===== src/rtl/freq_div_pkg.sv =====
// Shared types and constants for the round-robin frequency-divider scheduler.
package freq_div_pkg;

    typedef enum logic [1:0] {
        IDLE = 2'd0,
        LOAD = 2'd1,
        RUN  = 2'd2,
        DONE = 2'd3
    } state_t;

    localparam int unsigned MIN_DIV = 2;

endpackage


===== src/rtl/rr_arbiter.sv =====
// Combinational round-robin pick: first requester after ptr (mod NREQ), one-hot out.
module rr_arbiter #(
    parameter  int unsigned NREQ = 4,
    localparam int unsigned IW   = (NREQ > 1) ? $clog2(NREQ) : 1
) (
    input  logic [NREQ-1:0] req,
    input  logic [IW-1:0]   ptr,
    output logic [NREQ-1:0] gnt
);

    logic found;

    always_comb begin
        gnt   = '0;
        found = 1'b0;
        for (int unsigned i = 1; i <= NREQ; i++) begin
            if (!found && req[IW'((32'(ptr) + i) % NREQ)]) begin
                gnt[IW'((32'(ptr) + i) % NREQ)] = 1'b1;
                found = 1'b1;
            end
        end
    end

endmodule


===== src/rtl/freq_div_sched.sv =====
// Grants one requester at a time a BURST-period divided clock on Q at its own ratio.
// Optional early release on request drop: define FREQ_DIV_SCHED_ABORT_EN.
module freq_div_sched
    import freq_div_pkg::*;
#(
    parameter int unsigned NREQ  = 4,
    parameter int unsigned DW    = 8,
    parameter int unsigned BURST = 4
) (
    input  logic               clk,
    input  logic               rst,
    input  logic [NREQ-1:0]    req,
    input  logic [NREQ*DW-1:0] div,
    output logic [NREQ-1:0]    gnt,
    output logic               busy,
    output logic               done,
    output logic               Q
);

    localparam int unsigned IW = (NREQ > 1) ? $clog2(NREQ) : 1;
    localparam int unsigned BW = (BURST > 1) ? $clog2(BURST) : 1;

    state_t            state_q, state_d;
    logic [NREQ-1:0]   gnt_q, gnt_d;
    logic              busy_q, busy_d;
    logic              done_q, done_d;
    logic              q_q, q_d;
    logic [DW-1:0]     n_q, n_d;
    logic [DW-1:0]     k_q, k_d;
    logic [BW-1:0]     burst_q, burst_d;
    logic [IW-1:0]     ptr_q, ptr_d;
    logic [IW-1:0]     idx_q, idx_d;

    logic [NREQ-1:0]   arb_gnt;
    logic [IW-1:0]     arb_idx;
    logic [DW-1:0]     div_sel;
    logic              last_k;

    rr_arbiter #(.NREQ(NREQ)) u_arb (
        .req (req),
        .ptr (ptr_q),
        .gnt (arb_gnt)
    );

    // One-hot winner to index, and the winner's divide ratio.
    always_comb begin
        arb_idx = '0;
        div_sel = '0;
        for (int unsigned i = 0; i < NREQ; i++) begin
            if (arb_gnt[i]) arb_idx = IW'(i);
            if (idx_q == IW'(i)) div_sel = div[i*DW +: DW];
        end
    end

    assign last_k = (k_q == n_q - DW'(1));

    always_comb begin
        state_d = state_q;
        gnt_d   = gnt_q;
        n_d     = n_q;
        k_d     = k_q;
        burst_d = burst_q;
        ptr_d   = ptr_q;
        idx_d   = idx_q;

        case (state_q)
            IDLE: begin
                if (|req) begin
                    state_d = LOAD;
                    gnt_d   = arb_gnt;
                    idx_d   = arb_idx;
                end
            end
            LOAD: begin
                n_d     = (div_sel < DW'(MIN_DIV)) ? DW'(MIN_DIV) : div_sel;
                k_d     = '0;
                burst_d = '0;
                state_d = RUN;
            end
            RUN: begin
                if (last_k) begin
                    k_d     = '0;
                    burst_d = burst_q + BW'(1);
                    if (burst_q == BW'(BURST - 1)) state_d = DONE;
`ifdef FREQ_DIV_SCHED_ABORT_EN
                    if (!req[idx_q]) state_d = DONE;
`endif
                end else begin
                    k_d = k_q + DW'(1);
                end
            end
            DONE: begin
                state_d = IDLE;
                gnt_d   = '0;
                ptr_d   = idx_q;
            end
            default: state_d = IDLE;
        endcase

        // Outputs follow the next state so they line up with the state register.
        q_d    = (state_d == RUN) && (k_d < (n_d >> 1));
        busy_d = (state_d != IDLE);
        done_d = (state_d == DONE);
    end

    always_ff @(posedge clk) begin
        if (rst) begin
            state_q <= IDLE;
            gnt_q   <= '0;
            busy_q  <= 1'b0;
            done_q  <= 1'b0;
            q_q     <= 1'b0;
            n_q     <= '0;
            k_q     <= '0;
            burst_q <= '0;
            ptr_q   <= IW'(NREQ - 1);
            idx_q   <= '0;
        end else begin
            state_q <= state_d;
            gnt_q   <= gnt_d;
            busy_q  <= busy_d;
            done_q  <= done_d;
            q_q     <= q_d;
            n_q     <= n_d;
            k_q     <= k_d;
            burst_q <= burst_d;
            ptr_q   <= ptr_d;
            idx_q   <= idx_d;
        end
    end

    assign gnt  = gnt_q;
    assign busy = busy_q;
    assign done = done_q;
    assign Q    = q_q;

endmodule


===== config.mk =====
export PLATFORM = sky130hd
export DESIGN_NAME = freq_div_sched
export DESIGN_NICKNAME = d
export VERILOG_FILES = /design/src/rtl/freq_div_pkg.sv /design/src/rtl/rr_arbiter.sv /design/src/rtl/freq_div_sched.sv
export SDC_FILE = /design/constraint.sdc
export NUM_CORES = 1
export LEC_CHECK = 0
export ABC_CLOCK_PERIOD_IN_PS = 3100
export CAP_MARGIN = 20
export CORE_AREA = 2 2 90 92
export CTS_BUF_LIST = sky130_fd_sc_hd__clkbuf_8
export CTS_CLUSTER_SIZE = 8
export DETAILED_ROUTE_END_ITERATION = 10
export DIE_AREA = 0 0 92 94
export PLACE_DENSITY = 0.63
export SLEW_MARGIN = 30
export SYNTH_ARGS = -nofsm -noshare
export SYNTH_HDL_FRONTEND = slang
export SYNTH_SLANG_ARGS = --single-unit

===== constraint.sdc =====
create_clock -name clk -period 3.1 [get_ports clk]
set_clock_uncertainty 0.05 [all_clocks]
set_input_delay 0.31 -clock clk [delete_from_list [all_inputs] [get_ports clk]]
set_output_delay 0.31 -clock clk [all_outputs]
set_load 0.1 [all_outputs]

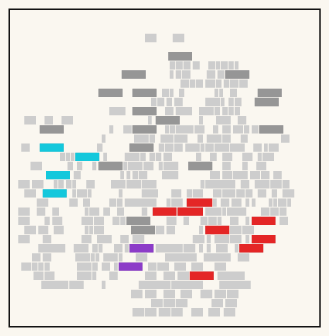
Fig. 1. Sequential cells grouped by signal name.
name in the netlist	colour	flops
gnt	cyan	4
n_q	red	8
ptr_q	purple	2
not coloured	17
register area: 623 um^2
final core occ: 0.414
sequential power: 0.622 mW
Seq/total area: 0.198

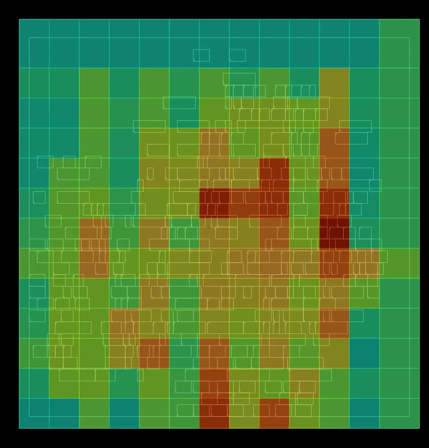
Fig. 2. Routing congestion.
met3 Track Usage GR: 0.0265
Top Usage Layer GRT: met2
GR Layer Usage met1: 0.170
GRT Overall Usage: 0.144

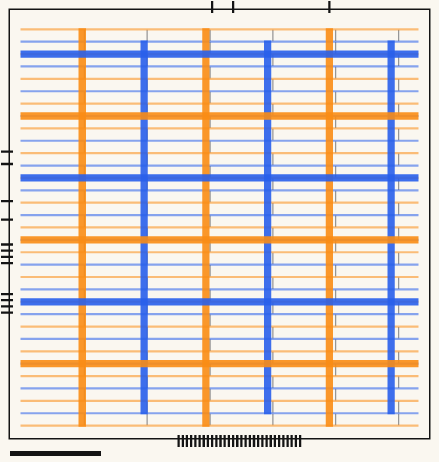
Fig. 3. Floorplan with the power grid.
The bar under the picture is 20 um long. Pins as bars on the die edge. Tap cells in grey.
net	colour
VSS	orange
VDD	blue
met4 straps	6
rows	32
tap cells	102
met5 straps	6
met1 rails	33
Max IR drop VDD: 616 uV
core area: 0.00761 mm^2
die width: 92 um
Die Span Y: 94 um

==> flow_summary_export.csv <==
group,metric,value,unit
final_timing,setup_viol,1,
finish,nNonClkInverters,10,
outcome,violations,"negative setup slack",
flow_run,log.warning_count,38,
final_timing,final_hold_viol_count,0,
finish,layout_top_cells,"clkdlybuf4s50_1 (43), dfxtp_1 (29), nor2_1 (24), buf_4 (24)",
pwr,p_per_area,820,mW/mm^2
min_path,hold_depth,2,
yosys,ys_seq_frac,0.262,
clocking,cts_resized,4,
die,fp_util,0.311,
finish,fin_area,0.00315,mm^2
routing,dr_total_vias,2229,
worst_setup_path,worstSetupStartpointType,"flip-flop",
yosys,synthMostInstantiatedCell,"dfxtp_1",
yosys,netlist_area,0.00237,mm^2
global_route,overflow,0,
finish,area_dominant_class,"logic gates",
placement,place_congestion,0.822,
clocking,clockBufferDepth,2,
yosys,async_reset_ff_frac,0,
finish,comb_share,0.530,
yosys,synth_warnings,0,
final_timing,setup_ws,-0.0119,ns
clocking,clock_latency,0.28,ns
yosys,edf_count,0,
yosys,flop_cell,"dfxtp_1",
placement,dp_hpwl,4.72,mm
global_route,grt_pass1_vias,2099,
final_timing,fin_crit,3.11,ns
clocking,post_cts_buffers,0,
worst_setup_path,worst_r2r_endpoint,"Q$_SDFF_PP0_",
die,rows,32,
finish,seq_cell_count,31,
final_timing,rsz0062_at_grt,"true",
final_timing,maxSlewViolCount,0,
finish,drive_above_1_share,0.159,
routing,drc_errors,0,
final_timing,worst_pin_slew,0.983,ns
clocking,tritoncts,"yes",
worst_setup_path,rr_worst_depth,16,
yosys,ys_area,0.00237,mm^2
placement,place_ws,-0.0575,ns
worst_setup_path,critPathMaxFanout,6,
placement,dp.cells,421,
min_path,min-delay-start,"gnt[1]$_SDFFE_PP0P_",
finish,clk_share,0.0258,
routing,ant_nets,0,
worst_setup_path,rrSetupSlack,-0.01,ns
yosys,top_area_frac,0.262,
routing,first_iter_violations,106,
finish,fin_nets,385,
finish,area_growth,33.1,%
yosys,synthTopCellsByCount,"dfxtp_1 (31), nor2_1 (24), ha_1 (21)",
yosys,synthesis.area_per_instance,8.94,um^2
global_route,grt_pass1_wl,9.90,mm
global_route,antenna_found_initial,0,
worst_setup_path,reg2reg_from,"n_q[1]$_SDFF_PP0_",
routing,post_drt_wl_per_cell,13.9,um
outcome,outcome,"finished with violations",
clocking,cts_hold_buf,0,
min_path,whs_endpoint,"gnt[1]$_SDFFE_PP0P_",
worst_setup_path,crit_path_end_kind,"flip-flop",
finish,comb_area,0.00167,mm^2
routing,vias_per_cell,5.20,
yosys,netlist_instances,265,
clocking,clk_pin_slew,0.07,ns
yosys,numSynthFlops,31,
global_route,grtUsageMet2,0.259,
[worst max-delay path, cell delays in order, from the launching register on]
cell,delay (ns)
dfxtp_2,0.34
inv_2,0.07
ha_4,0.12
or3b_4,0.37
and3b_1,0.22
o211ai_1,0.09
a211oi_2,0.24
nor2b_2,0.10
buf_4,0.17
nand3_1,0.10
nand2_1,0.07
ha_1,0.17
a21o_1,0.19
a211oi_2,0.19
nor4b_2,0.20
a21boi_2,0.17
o2111a_1,0.19
[report_power, final]
group	internal [mW]	switching [mW]	leakage (nW)
Sequential	0.508	0.114	0.254
Combinational	0.732	0.932	0.983
Clock	0.151	0.147	0.0505
[logic make-up after synthesis]
logic type | Yosys count | share of synthesized area
flops | 31 | 0.262
mux | 16 | 0.128
buf+inv | 23 | 0.0454
xor+xnor | 8 | 0.0296
simple gates | 108 | 0.253
compound gates | 58 | 0.171
fa+ha+maj | 21 | 0.111
[worst max path at each step]
stage | startpoint | end | slack (ns)
after global routing | n_q[1]$_SDFF_PP0_ | Q$_SDFF_PP0_ | -0.25
after detailed placement | n_q[0]$_SDFFE_PP0P_ | Q$_SDFF_PP0_ | -0.06
after CTS | n_q[1]$_SDFF_PP0_ | Q$_SDFF_PP0_ | -0.05
final | n_q[1]$_SDFF_PP0_ | Q$_SDFF_PP0_ | -0.01
after floorplan | n_q[0]$_SDFFE_PP0P_ | Q$_SDFF_PP0_ | 0.004
after global placement | n_q[0]$_SDFFE_PP0P_ | Q$_SDFF_PP0_ | 0.05
[metal layers]
layer	vias up	part of all wire	wire, um
li1	1115	-	-
met1	1071	0.45	2690
met2	31	0.50	2970
met3	12	0.023	137
met4	0	0.026	154
met5	-	0	0
Power and IR drop assume default switching activity.
